==> src/rtl/noc_types.sv <==
// -----------------------------------------------------------------------------
// noc_types
//   Shared constants and types for the EXU divide NoC link.
//   - Flit type encodings (HEAD / BODY / TAIL).
//   - Position and width of the destination address in a HEAD flit.
//   - Node address of the divider wrapper.
//   - The divide request packet types and the serialised payload width.
//   - A helper that computes how many flits a payload occupies.
// -----------------------------------------------------------------------------
package noc_types;

    // Flit type encodings carried on flit_type.
    localparam logic [1:0] FLIT_BODY = 2'b00;
    localparam logic [1:0] FLIT_HEAD = 2'b01;
    localparam logic [1:0] FLIT_TAIL = 2'b10;

    // Destination address field inside the data word of a HEAD flit.
    localparam int HEAD_ADDR_LSB  = 0;
    localparam int HEAD_ADDR_BITS = 8;

    // Node address of the divider wrapper on the NoC.
    localparam logic [HEAD_ADDR_BITS-1:0] POS_DIV_WRAPPER = 8'h0C;

    // Divide control fields, valid in the MSB.
    typedef struct packed {
        logic valid;
        logic unsign;
        logic rem;
    } el2_div_pkt_t;

    // Payload as it travels over the link; divisor sits in the LSBs.
    typedef struct packed {
        el2_div_pkt_t dp;
        logic         cancel;
        logic [31:0]  dividend;
        logic [31:0]  divisor;
    } div_payload_t;

    localparam int PAYLOAD_BITS = $bits(div_payload_t);

    // Number of flits needed to carry 'bits' payload bits, rounded up.
    function automatic int flit_count(input int bits, input int flit_bits);
        return (bits + flit_bits - 1) / flit_bits;
    endfunction

endpackage : noc_types

==> src/rtl/noc_serial_receiver.sv <==
// -----------------------------------------------------------------------------
// noc_serial_receiver
//   Generic deserialiser for a HEAD / BODY... / TAIL flit stream. A packet
//   addressed to NODE_ADDR is assembled most-significant chunk first, the last
//   chunk arriving on the TAIL flit, and is then held on pkt_data with
//   pkt_valid until pkt_ready. Packets for other nodes are consumed silently.
//   Protocol violations produce a registered one-cycle err pulse.
//
// Ports
//   clk, rst_l             clock, asynchronous active-low reset
//   flit_valid/type/data   incoming flit
//   flit_ready             flit accepted when flit_valid & flit_ready
//   flush                  abandon any partial packet or held packet
//   pkt_valid / pkt_ready  held packet handshake
//   pkt_data               assembled packet, pad bits stripped
//   err                    one-cycle protocol error pulse
// -----------------------------------------------------------------------------
module noc_serial_receiver
    import noc_types::*;
#(
    parameter int                        FLIT_DATA_BITS = 32,
    parameter int                        PACKET_BITS    = 68,
    parameter int                        PADDING_BITS   = 28,
    parameter logic [HEAD_ADDR_BITS-1:0] NODE_ADDR      = POS_DIV_WRAPPER
) (
    input  logic                      clk,
    input  logic                      rst_l,
    input  logic                      flit_valid,
    input  logic [1:0]                flit_type,
    input  logic [FLIT_DATA_BITS-1:0] flit_data,
    output logic                      flit_ready,
    input  logic                      flush,
    output logic                      pkt_valid,
    input  logic                      pkt_ready,
    output logic [PACKET_BITS-1:0]    pkt_data,
    output logic                      err
);

    localparam int WORD_BITS = PACKET_BITS + PADDING_BITS;
    localparam int NFLITS    = WORD_BITS / FLIT_DATA_BITS;
    // Chunks delivered on BODY flits; the final chunk comes on TAIL.
    // At least two flits per packet are assumed.
    localparam int ASM_BITS  = (NFLITS - 1) * FLIT_DATA_BITS;
    localparam int CNT_W     = $clog2(NFLITS + 1);
    localparam logic [CNT_W-1:0] LAST_BODY = CNT_W'(NFLITS - 1);

    typedef enum logic [1:0] {
        IDLE = 2'd0,
        BODY = 2'd1,
        DROP = 2'd2,
        HOLD = 2'd3
    } state_t;

    state_t               state, state_n;
    logic [CNT_W-1:0]     cnt, cnt_n;
    logic                 err_n;
    logic                 shift_en;
    logic                 latch_en;
    logic                 out_of_reset;
    logic [ASM_BITS-1:0]  asm_q;
    logic [PACKET_BITS-1:0] pkt_q;

    logic handshake;
    logic is_head;
    logic is_tail;
    logic addr_hit;

    assign handshake = flit_valid & flit_ready;
    assign is_head   = (flit_type == FLIT_HEAD);
    assign is_tail   = (flit_type == FLIT_TAIL);
    assign addr_hit  = (flit_data[HEAD_ADDR_LSB +: HEAD_ADDR_BITS] == NODE_ADDR);

    // Held low through reset by out_of_reset; no flits while a packet is held.
    assign flit_ready = out_of_reset & (state != HOLD);
    assign pkt_valid  = (state == HOLD);
    assign pkt_data   = pkt_q;

    // ------------------------------------------------------------------------
    // State register
    // ------------------------------------------------------------------------
    // NOTE: sequential state uses non-blocking assignments so every flop
    // samples pre-edge values regardless of block evaluation order.
    always_ff @(posedge clk or negedge rst_l) begin
        if (!rst_l) begin
            state        <= IDLE;
            cnt          <= '0;
            err          <= 1'b0;
            out_of_reset <= 1'b0;
        end else begin
            state        <= state_n;
            cnt          <= cnt_n;
            err          <= err_n;
            out_of_reset <= 1'b1;
        end
    end

    // ------------------------------------------------------------------------
    // Next-state logic
    // ------------------------------------------------------------------------
    // NOTE: every output of this block gets a default first so no path can
    // leave one unassigned and infer a latch.
    always_comb begin
        state_n  = state;
        cnt_n    = cnt;
        err_n    = 1'b0;
        shift_en = 1'b0;
        latch_en = 1'b0;

        if (flush) begin
            state_n = IDLE;
            cnt_n   = '0;
        end else begin
            case (state)
                IDLE: begin
                    if (handshake) begin
                        if (is_head) begin
                            state_n = addr_hit ? BODY : DROP;
                            cnt_n   = '0;
                        end else begin
                            err_n = 1'b1;
                        end
                    end
                end

                BODY: begin
                    if (handshake) begin
                        if (is_head) begin
                            // Unexpected HEAD: flag it, then restart on it.
                            err_n   = 1'b1;
                            state_n = addr_hit ? BODY : DROP;
                            cnt_n   = '0;
                        end else if (is_tail) begin
                            if (cnt == LAST_BODY) begin
                                latch_en = 1'b1;
                                state_n  = HOLD;
                            end else begin
                                err_n   = 1'b1;
                                state_n = IDLE;
                            end
                        end else if (cnt == LAST_BODY) begin
                            // Overrun: the counter never wraps, the rest of
                            // the packet is discarded.
                            err_n   = 1'b1;
                            state_n = DROP;
                        end else begin
                            shift_en = 1'b1;
                            cnt_n    = cnt + CNT_W'(1);
                        end
                    end
                end

                DROP: begin
                    if (handshake && is_tail) begin
                        state_n = IDLE;
                    end
                end

                HOLD: begin
                    if (pkt_ready) begin
                        state_n = IDLE;
                    end
                end

                default: state_n = IDLE;
            endcase
        end
    end

    // ------------------------------------------------------------------------
    // Datapath: assembly shift register and held packet
    // ------------------------------------------------------------------------
    // NOTE: the data registers are reset as well, so the request fields read
    // as zero after reset rather than as whatever the flops powered up with.
    always_ff @(posedge clk or negedge rst_l) begin
        if (!rst_l) begin
            asm_q <= '0;
            pkt_q <= '0;
        end else begin
            if (shift_en) begin
                // Older chunks move up; the newest lands in the LSBs.
                asm_q <= ASM_BITS'({asm_q, flit_data});
            end
            if (latch_en) begin
                // Truncation drops the zero pad above the packet.
                pkt_q <= PACKET_BITS'({asm_q, flit_data});
            end
        end
    end

endmodule : noc_serial_receiver

==> src/rtl/el2_exu_div_receiver.sv <==
// -----------------------------------------------------------------------------
// el2_exu_div_receiver
//   Receive side of the EXU divide NoC link. Accepts the flit stream sent
//   toward the divider wrapper, checks the destination address, deserialises
//   {dp, cancel, dividend, divisor} and presents one registered divide request
//   with backpressure to the divider.
//
// Ports
//   clk, rst_l                 clock, asynchronous active-low reset
//   flit_valid/type/data       NoC flit input
//   flit_ready                 flit accepted when flit_valid & flit_ready
//   flush                      drop any partial packet and any held request
//   req_valid / req_ready      divide request handshake
//   dp, cancel                 request control fields
//   dividend, divisor          operands
//   err                        one-cycle protocol error pulse
// -----------------------------------------------------------------------------
module el2_exu_div_receiver
    import noc_types::*;
#(
    parameter int                        FLIT_DATA_BITS = 32,
    parameter logic [HEAD_ADDR_BITS-1:0] NODE_ADDR      = POS_DIV_WRAPPER,
    parameter int                        PAYLOAD_BITS   = noc_types::PAYLOAD_BITS
) (
    input  logic                      clk,
    input  logic                      rst_l,
    input  logic                      flit_valid,
    input  logic [1:0]                flit_type,
    input  logic [FLIT_DATA_BITS-1:0] flit_data,
    output logic                      flit_ready,
    input  logic                      flush,
    output logic                      req_valid,
    input  logic                      req_ready,
    output el2_div_pkt_t              dp,
    output logic                      cancel,
    output logic [31:0]               dividend,
    output logic [31:0]               divisor,
    output logic                      err
);

    localparam int NFLITS       = flit_count(PAYLOAD_BITS, FLIT_DATA_BITS);
    localparam int PADDING_BITS = NFLITS * FLIT_DATA_BITS - PAYLOAD_BITS;

    logic [PAYLOAD_BITS-1:0] pkt_data;
    div_payload_t            payload;

    noc_serial_receiver #(
        .FLIT_DATA_BITS (FLIT_DATA_BITS),
        .PACKET_BITS    (PAYLOAD_BITS),
        .PADDING_BITS   (PADDING_BITS),
        .NODE_ADDR      (NODE_ADDR)
    ) u_rx (
        .clk        (clk),
        .rst_l      (rst_l),
        .flit_valid (flit_valid),
        .flit_type  (flit_type),
        .flit_data  (flit_data),
        .flit_ready (flit_ready),
        .flush      (flush),
        .pkt_valid  (req_valid),
        .pkt_ready  (req_ready),
        .pkt_data   (pkt_data),
        .err        (err)
    );

    // Field unpacking only; the held packet register already keeps the
    // request stable while req_valid is high.
    assign payload  = pkt_data;
    assign dp       = payload.dp;
    assign cancel   = payload.cancel;
    assign dividend = payload.dividend;
    assign divisor  = payload.divisor;

endmodule : el2_exu_div_receiver

==> config.mk <==
export PLATFORM = sky130hd
export DESIGN_NAME = el2_exu_div_receiver
export DESIGN_NICKNAME = d
export VERILOG_FILES = /design/src/rtl/noc_types.sv /design/src/rtl/noc_serial_receiver.sv /design/src/rtl/el2_exu_div_receiver.sv
export SDC_FILE = /design/constraint.sdc
export NUM_CORES = 1
export LEC_CHECK = 0
export CAP_MARGIN = 20
export CELL_PAD_IN_SITES_DETAIL_PLACEMENT = 0
export CELL_PAD_IN_SITES_GLOBAL_PLACEMENT = 2
export CORE_ASPECT_RATIO = 0.7
export CORE_MARGIN = 8
export CORE_UTILIZATION = 31
export DETAILED_ROUTE_END_ITERATION = 10
export GPL_TIMING_DRIVEN = 0
export HOLD_SLACK_MARGIN = 0.05
export PLACE_DENSITY_LB_ADDON = 0.1
export SLEW_MARGIN = 30
export SYNTH_ARGS = -nofsm -noshare
export SYNTH_HDL_FRONTEND = slang
export SYNTH_HIERARCHICAL = 1
export SYNTH_SLANG_ARGS = --single-unit
==> constraint.sdc <==
create_clock -name clk -period 1.59 [get_ports clk]
set_input_delay 0.318 -clock clk [delete_from_list [all_inputs] [get_ports clk]]
set_output_delay 0.318 -clock clk [all_outputs]
set_load 0.05 [all_outputs]
==> summary.txt, run 1 <==
On the backend side, the flow ran end to end.

In this run the mean area of a mapped cell was 16.2 sq um. STA shows the worst reg2reg path with a cell count of 7. The final wirelength stands at 10800 microns. The run finished, with violations left. The total overflow left after global routing is 0.

After detailed routing, the number of vias per cell comes to 4.46. The met1 track demand over resource stands at 0.162. The run reported a max-capacitance violation count of 0. According to the CTS report, the clock sink count is 110. Summing all multi-input logic gate instances after layout gives 1730 sq um. Per the GRT log, the top usage layer is met2. The main area contributors are sky130_fd_sc_hd__dfrtp_1, sky130_fd_sc_hd__mux2_2, sky130_fd_sc_hd__mux2_4.

The layout sequential cell count stands at 110. On the critical path the largest part of the delay comes from simple AND/OR/NAND/NOR gates. For the final routed database, the setup TNS stands at -12.53 ns. In this run the remaining antenna-violating nets after routing total 0. The final-report hold violation count stands at 0. The cell area that synthesis handed to floorplanning was 4440 sq um. The fraction of the mapped netlist area in simple logic gates stands at 0.0375. For met3 alone, demand over resource in global routing was 0.0458. The smallest clock period supported by the final layout is computed as 1.76 ns.

The most critical min-delay path falls under in2reg. Based on the critical path, the design can be clocked at up to 0.569 GHz. In this run the tightest slew margin relative to its limit is 0.655. The met2 usage in global routing stands at 0.183.

The final routed wire length divided by cell count stands at 17.5 microns. Per STA, the library cell used most along the worst path is sky130_fd_sc_hd__buf_12. The utilization after layout stands at 0.476.

The xor/xnor share of the synthesized area stands at 0. Sorting the Yosys area breakdown by cell type puts at the top sky130_fd_sc_hd__dfrtp_1. The clock tree cell share of total cell area stands at 0.0429. Looking at the max-slew report, the worst-margin pin has a slew of 0.520 ns.

Hold is met by 0.219 ns. The final reports fail on negative setup slack. The chip area stands at 18500 sq um. The final design instance area without fill stands at 6650 sq um. In the final run the clock tree shows a worst skew of 0.00680 ns. The H-tree generated during clock tree synthesis spans 3 levels.

Sorting the synthesis cell report by count puts at the top sky130_fd_sc_hd__dfrtp_1. The tool warning count stands at 31. Entering global routing, the biggest net connects 59 pins. The flip-flop and latch share of the layout cell area stands at 0.414. The compound-gate portion of the synthesized area stands at 0.0166.

The number of global-route vias before repair is 3059. The buffer_ports step reported a buffer count of 108. The clock-pin slew of the registers on the worst-case setup and hold paths stands at 0.07 ns. The largest vdd supply drop stands at 486 uV. For this run, design rule violations remaining after detail routing come to 0. The final HPWL from detailed placement stands at 7320 microns. The highest metal layer carrying signal wires in the routed design is met4.

On the critical path, the stage with the largest delay is an instance of sky130_fd_sc_hd__dfrtp_1. The number of standard cells after synthesis stands at 274. The met2 routed wirelength stands at 4820 microns. The biggest slice of the area belongs to flip-flops and latches.

The power density normalized to cell area stands at 815 nW/um^2. The cell count listed in synth_stat.txt stands at 274. Among the non-sequential cells, multiplexers take the most area. The detailed router placed 2756 vias in this run. The yosys stat chip area stands at 4440 sq um.

Looking at the reg2reg group, the worst path ends at u_rx/pkt_data[35]$_DFFE_PN0P_. By startpoint and endpoint, the worst setup path is classified as reg2reg. Across the placement rows, the number of tap cells is 190.

The number of setup violations in the final report stands at 107. The most critical setup path has its endpoint at u_rx/pkt_data[35]$_DFFE_PN0P_. According to the timing report, the critical path is launched from u_rx/state[1]$_DFFE_PN0P_.

Across all setup checks in the final design, the least slack found is -0.167 ns. The overall fraction of global-route tracks in use stands at 0.122. The clock insertion delay at the later pin of the skew report stands at 0.34 ns. Before antenna repair, the detailed router went through 4 iterations.
[run 1: cells in the final DEF (no fill, tap or decap), types with 8 or more instances in the layout]
cell	Yosys	routed
sky130_fd_sc_hd__buf_12	0	8
sky130_fd_sc_hd__buf_6	3	12
sky130_fd_sc_hd__clkdlybuf4s50_1	0	28
sky130_fd_sc_hd__clkbuf_2	0	18
sky130_fd_sc_hd__mux2_4	20	26
sky130_fd_sc_hd__dlygate4sd2_1	0	24
sky130_fd_sc_hd__clkdlybuf4s15_1	0	28
sky130_fd_sc_hd__dfrtp_1	110	109
sky130_fd_sc_hd__buf_4	0	11
sky130_fd_sc_hd__clkbuf_16	0	9
sky130_fd_sc_hd__mux2_2	84	80
[run 1: state kept, by name (all words and copies together), names as in the netlist]
signal             flops
u_rx/asm_q            36
u_rx/cnt               2
u_rx/err               1
u_rx/out_of_reset      1
u_rx/pkt_data         68
u_rx/state             2
[run 1: timing repair]
action,in CTS,in global routing
setup endpoints to repair,180,154
hold buffers,1,0
endpoints found under the hold margin,52,0
pin swaps,9,7
gates resized,177,71
setup buffers,21,4
gates cloned,7,0
[run 1: worst min-delay path by stage]
stage	start	end	slack, ns	cells after the start
CTS	flush	u_rx/err$_DFF_PN0_	0.18	2
floorplan	rst_l	u_rx/asm_q[0]$_DFFE_PN0P_	0.02	0
global route	flush	u_rx/err$_DFF_PN0_	0.20	2
detailed placement	rst_l	u_rx/pkt_data[42]$_DFFE_PN0P_	0.26	1
global placement	u_rx/asm_q[24]$_DFFE_PN0P_	u_rx/asm_q[24]$_DFFE_PN0P_	0.47	1
finish	flush	u_rx/err$_DFF_PN0_	0.22	2
[run 1: report_power, final]
part           switching, uW  internal, uW  total [uW]
clock network           1020          1120        2150
logic                    216           226         442
registers               12.1          2820        2830
total                   1250          4170        5420
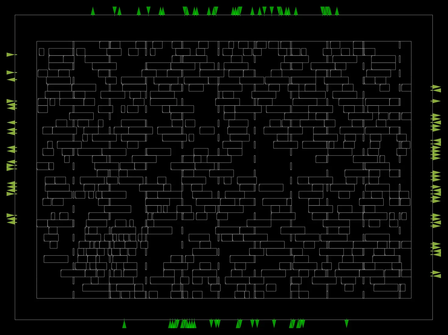
(run_1/placed.png)
final standard cell count with taps included and fillers excluded: 618
core region area: 14000 sq um
number of placement rows: 36
filler instances: 1262

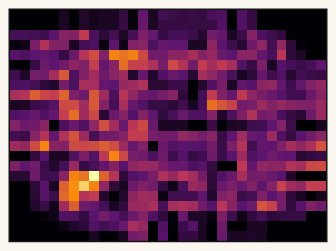
(run_1/route_heat.png)
32 x 23 tiles, from black (low) to pale yellow (high), scaled to the fullest tile. Values are wire area over tile area, all layers added.
fullest tile: 0.38
tiles over half the peak: 8.7%
emptiest ninth of the die: north-east
mean over tiles: 0.092

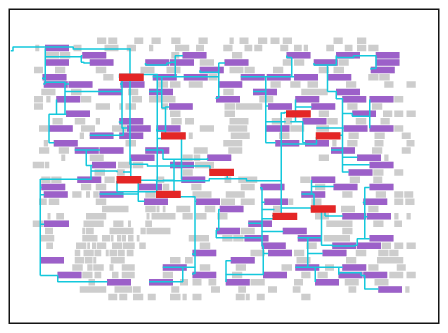
(run_1/clock_wires.png)
legend:
  clock wires:
    color: cyan
    length: 1390 microns
  flip-flops:
    color: purple
    count: 110
  clock-net drivers:
    color: red
    count: 9
flops lie: all over the die
routed clock nets: 10

--- run 2 (diff from run 1) ---
Settings changed: CTS_CLUSTER_SIZE set to 30.
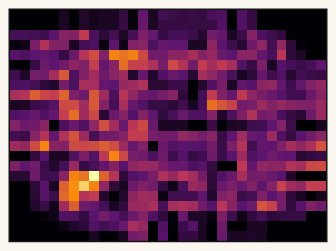
(run_2/route_heat.png)
32 x 23 tiles, from black (low) to pale yellow (high), scaled to the fullest tile. Values are wire area over tile area, all layers added.
densest ninth of the die: west
fullest tile: 0.38
emptiest ninth of the die: north-east

==> summary.txt, run 2 <==
On the backend side, the flow ran end to end.

Summing all multi-input logic gate instances after layout gives 1730 sq um. Across all stage logs, warnings added up to 31. Per the post-synthesis stats, the area per cell is 16.2 sq um. The script logs the mean routed wire length per placed instance as 17.5 microns. After layout, the worst setup slack is -0.167 ns. The part of the total power dissipated in the clock network stands at 0.396. The clock tree cell share of total cell area stands at 0.0429.

The flip-flop and latch share of the layout cell area stands at 0.414. Per the post-CTS timing run, clock transition at the registers of the reported paths is 0.07 ns. The synthesis run identifies the leading combinational cell family as multiplexers. Synthesis produced a netlist whose cell count is 274. In the post-synthesis netlist, the cell with the most instances is sky130_fd_sc_hd__dfrtp_1. The total congestion overflow stands at 0. The iteration tally of the first detailed-router pass stands at 4. Total global-route track usage over all layers is 0.122. Summed over all instances, the cell type with the most area after synthesis is sky130_fd_sc_hd__dfrtp_1. The post-CTS repair timing setup buffer count stands at 21. The layout sequential cell count stands at 110. The routed layout reports a DRC error count of 0. According to the Yosys statistics, the synthesized design has a chip area of 4440 sq um. The pin closest to its max-slew limit shows a slew of 0.520 ns. The met3 track utilization from global routing stands at 0.0458. The share of total power dissipated in sequential elements is 0.522. The count of cells resized by post-cts repair stands at 177. The synth_stat.txt file lists the number of cells as 274.

The final reports fail on negative setup slack. The flow ran to the end, but the final reports show violations. Entering global routing, the biggest net connects 59 pins. Counting only logic cells after layout, the most numerous master is sky130_fd_sc_hd__dfrtp_1.

The floorplan has 36 rows. For reference, the final report shows the hold violation count at 0. The compound-gate portion of the synthesized area stands at 0.0166. Setup repair after global routing could not meet its margin everywhere.

The clock tree synthesis step divided the H-tree into 3 levels. The clock reaches the later pin of the worst-skew pair after 0.34 ns. The tightest hold path in the finished design has a slack of 0.219 ns.

The xor/xnor share of the synthesized area stands at 0. The number of inserted filler cells in the final layout stands at 1262. In this run, the synthesized area fraction spent on and/or/nand/nor cells is recorded as 0.0375. The core region is 14000 sq um. According to the floorplan report, the total die area is 18500 sq um. The register with the most flip-flops in the layout has 68 of them. The tap cell count stands at 190. The final HPWL from detailed placement stands at 7320 microns. Wire segments on met2 add up to 4820 microns in the final route. The number of max-cap violations stands at 0. The number of global-route vias before repair stands at 3059. Looking at the VDD voltage map, the peak drop is 486 uV. The final design instance area without fill stands at 6650 sq um. The met1 track demand over resource stands at 0.162. The final wirelength stands at 10800 microns. The buffer_ports step reported a buffer count of 108. The utilization after layout stands at 0.476. The largest cell class by area is flip-flops and latches. Based on the critical path, the design can be clocked at up to 0.569 GHz.

The post-layout instance count excluding filler cells stands at 618. The synthesized flop and latch total stands at 110. The power density normalized to cell area stands at 815 nW/um^2. The cell area after synthesis stands at 4440 sq um.

In the global route stage, met2 resource usage came out at 0.183. The final-layout clock buffer total stands at 11. Endpoints with negative setup slack in the final report add up to 107. Detailed routing inserted a total of 2756 vias. Per the OpenROAD power report, switching power amounts to 1250 uW. The worst-case clock skew stands at 0.00680 ns. Global route summary, busiest routing layer listed as met2.

In the setup report, the worst path falls into the class reg2reg. The highest metal layer carrying signal wires in the routed design is met4. Checking hold timing, the worst path is listed with class in2reg. The share of total power dissipated in combinational logic is 0.082.

The total negative slack stands at -12.53 ns. The worst slew margin relative to its limit stands at 0.655. After synthesis, the cell types taking the most area are sky130_fd_sc_hd__dfrtp_1, sky130_fd_sc_hd__mux2_2, sky130_fd_sc_hd__mux2_4. Buffers inserted to repair hold after CTS numbered 1.
[run 2: power by group through the flow]
| stage | clock [uW] | sequential, uW | combinational [uW] |
|---|---|---|---|
| final | 2150 | 2830 | 442 |
| after global routing | 2370 | 2830 | 478 |
| after CTS | 2260 | 2830 | 381 |
| after detailed placement | 0 | 2880 | 330 |
| after global placement | 0 | 2880 | 321 |
| after floorplan | 0 | 2890 | 116 |
[run 2: critical path, stage by stage (launching register included)]
cell                      delay, ns
sky130_fd_sc_hd__dfrtp_1       0.38
sky130_fd_sc_hd__buf_6         0.13
sky130_fd_sc_hd__nor2_4        0.11
sky130_fd_sc_hd__and3_4        0.23
sky130_fd_sc_hd__nand4_4       0.15
sky130_fd_sc_hd__buf_12        0.21
sky130_fd_sc_hd__buf_12        0.14
sky130_fd_sc_hd__mux2_4        0.29
[run 2: final timing paths]
path	start	to	slack, ns	cells past startpoint
max	u_rx/state[1]$_DFFE_PN0P_	u_rx/pkt_data[35]$_DFFE_PN0P_	-0.17	7
max reg2reg	u_rx/state[1]$_DFFE_PN0P_	u_rx/pkt_data[35]$_DFFE_PN0P_	-0.17	7
min	flush	u_rx/err$_DFF_PN0_	0.22	2
min in group asynchronous	rst_l	u_rx/pkt_data[42]$_DFFE_PN0P_	0.46	2
max in group asynchronous	rst_l	u_rx/out_of_reset$_DFF_PN0_	0.47	3
min reg2reg	u_rx/asm_q[18]$_DFFE_PN0P_	u_rx/pkt_data[50]$_DFFE_PN0P_	0.50	1
[run 2: cells by family after synthesis]
family          Yosys count
buf+inv                  18
other cells               1
flops                   110
mux                     108
fa+ha+maj                 4
simple gates             23
compound gates           10
Power is estimated from default activity; no workload was simulated.
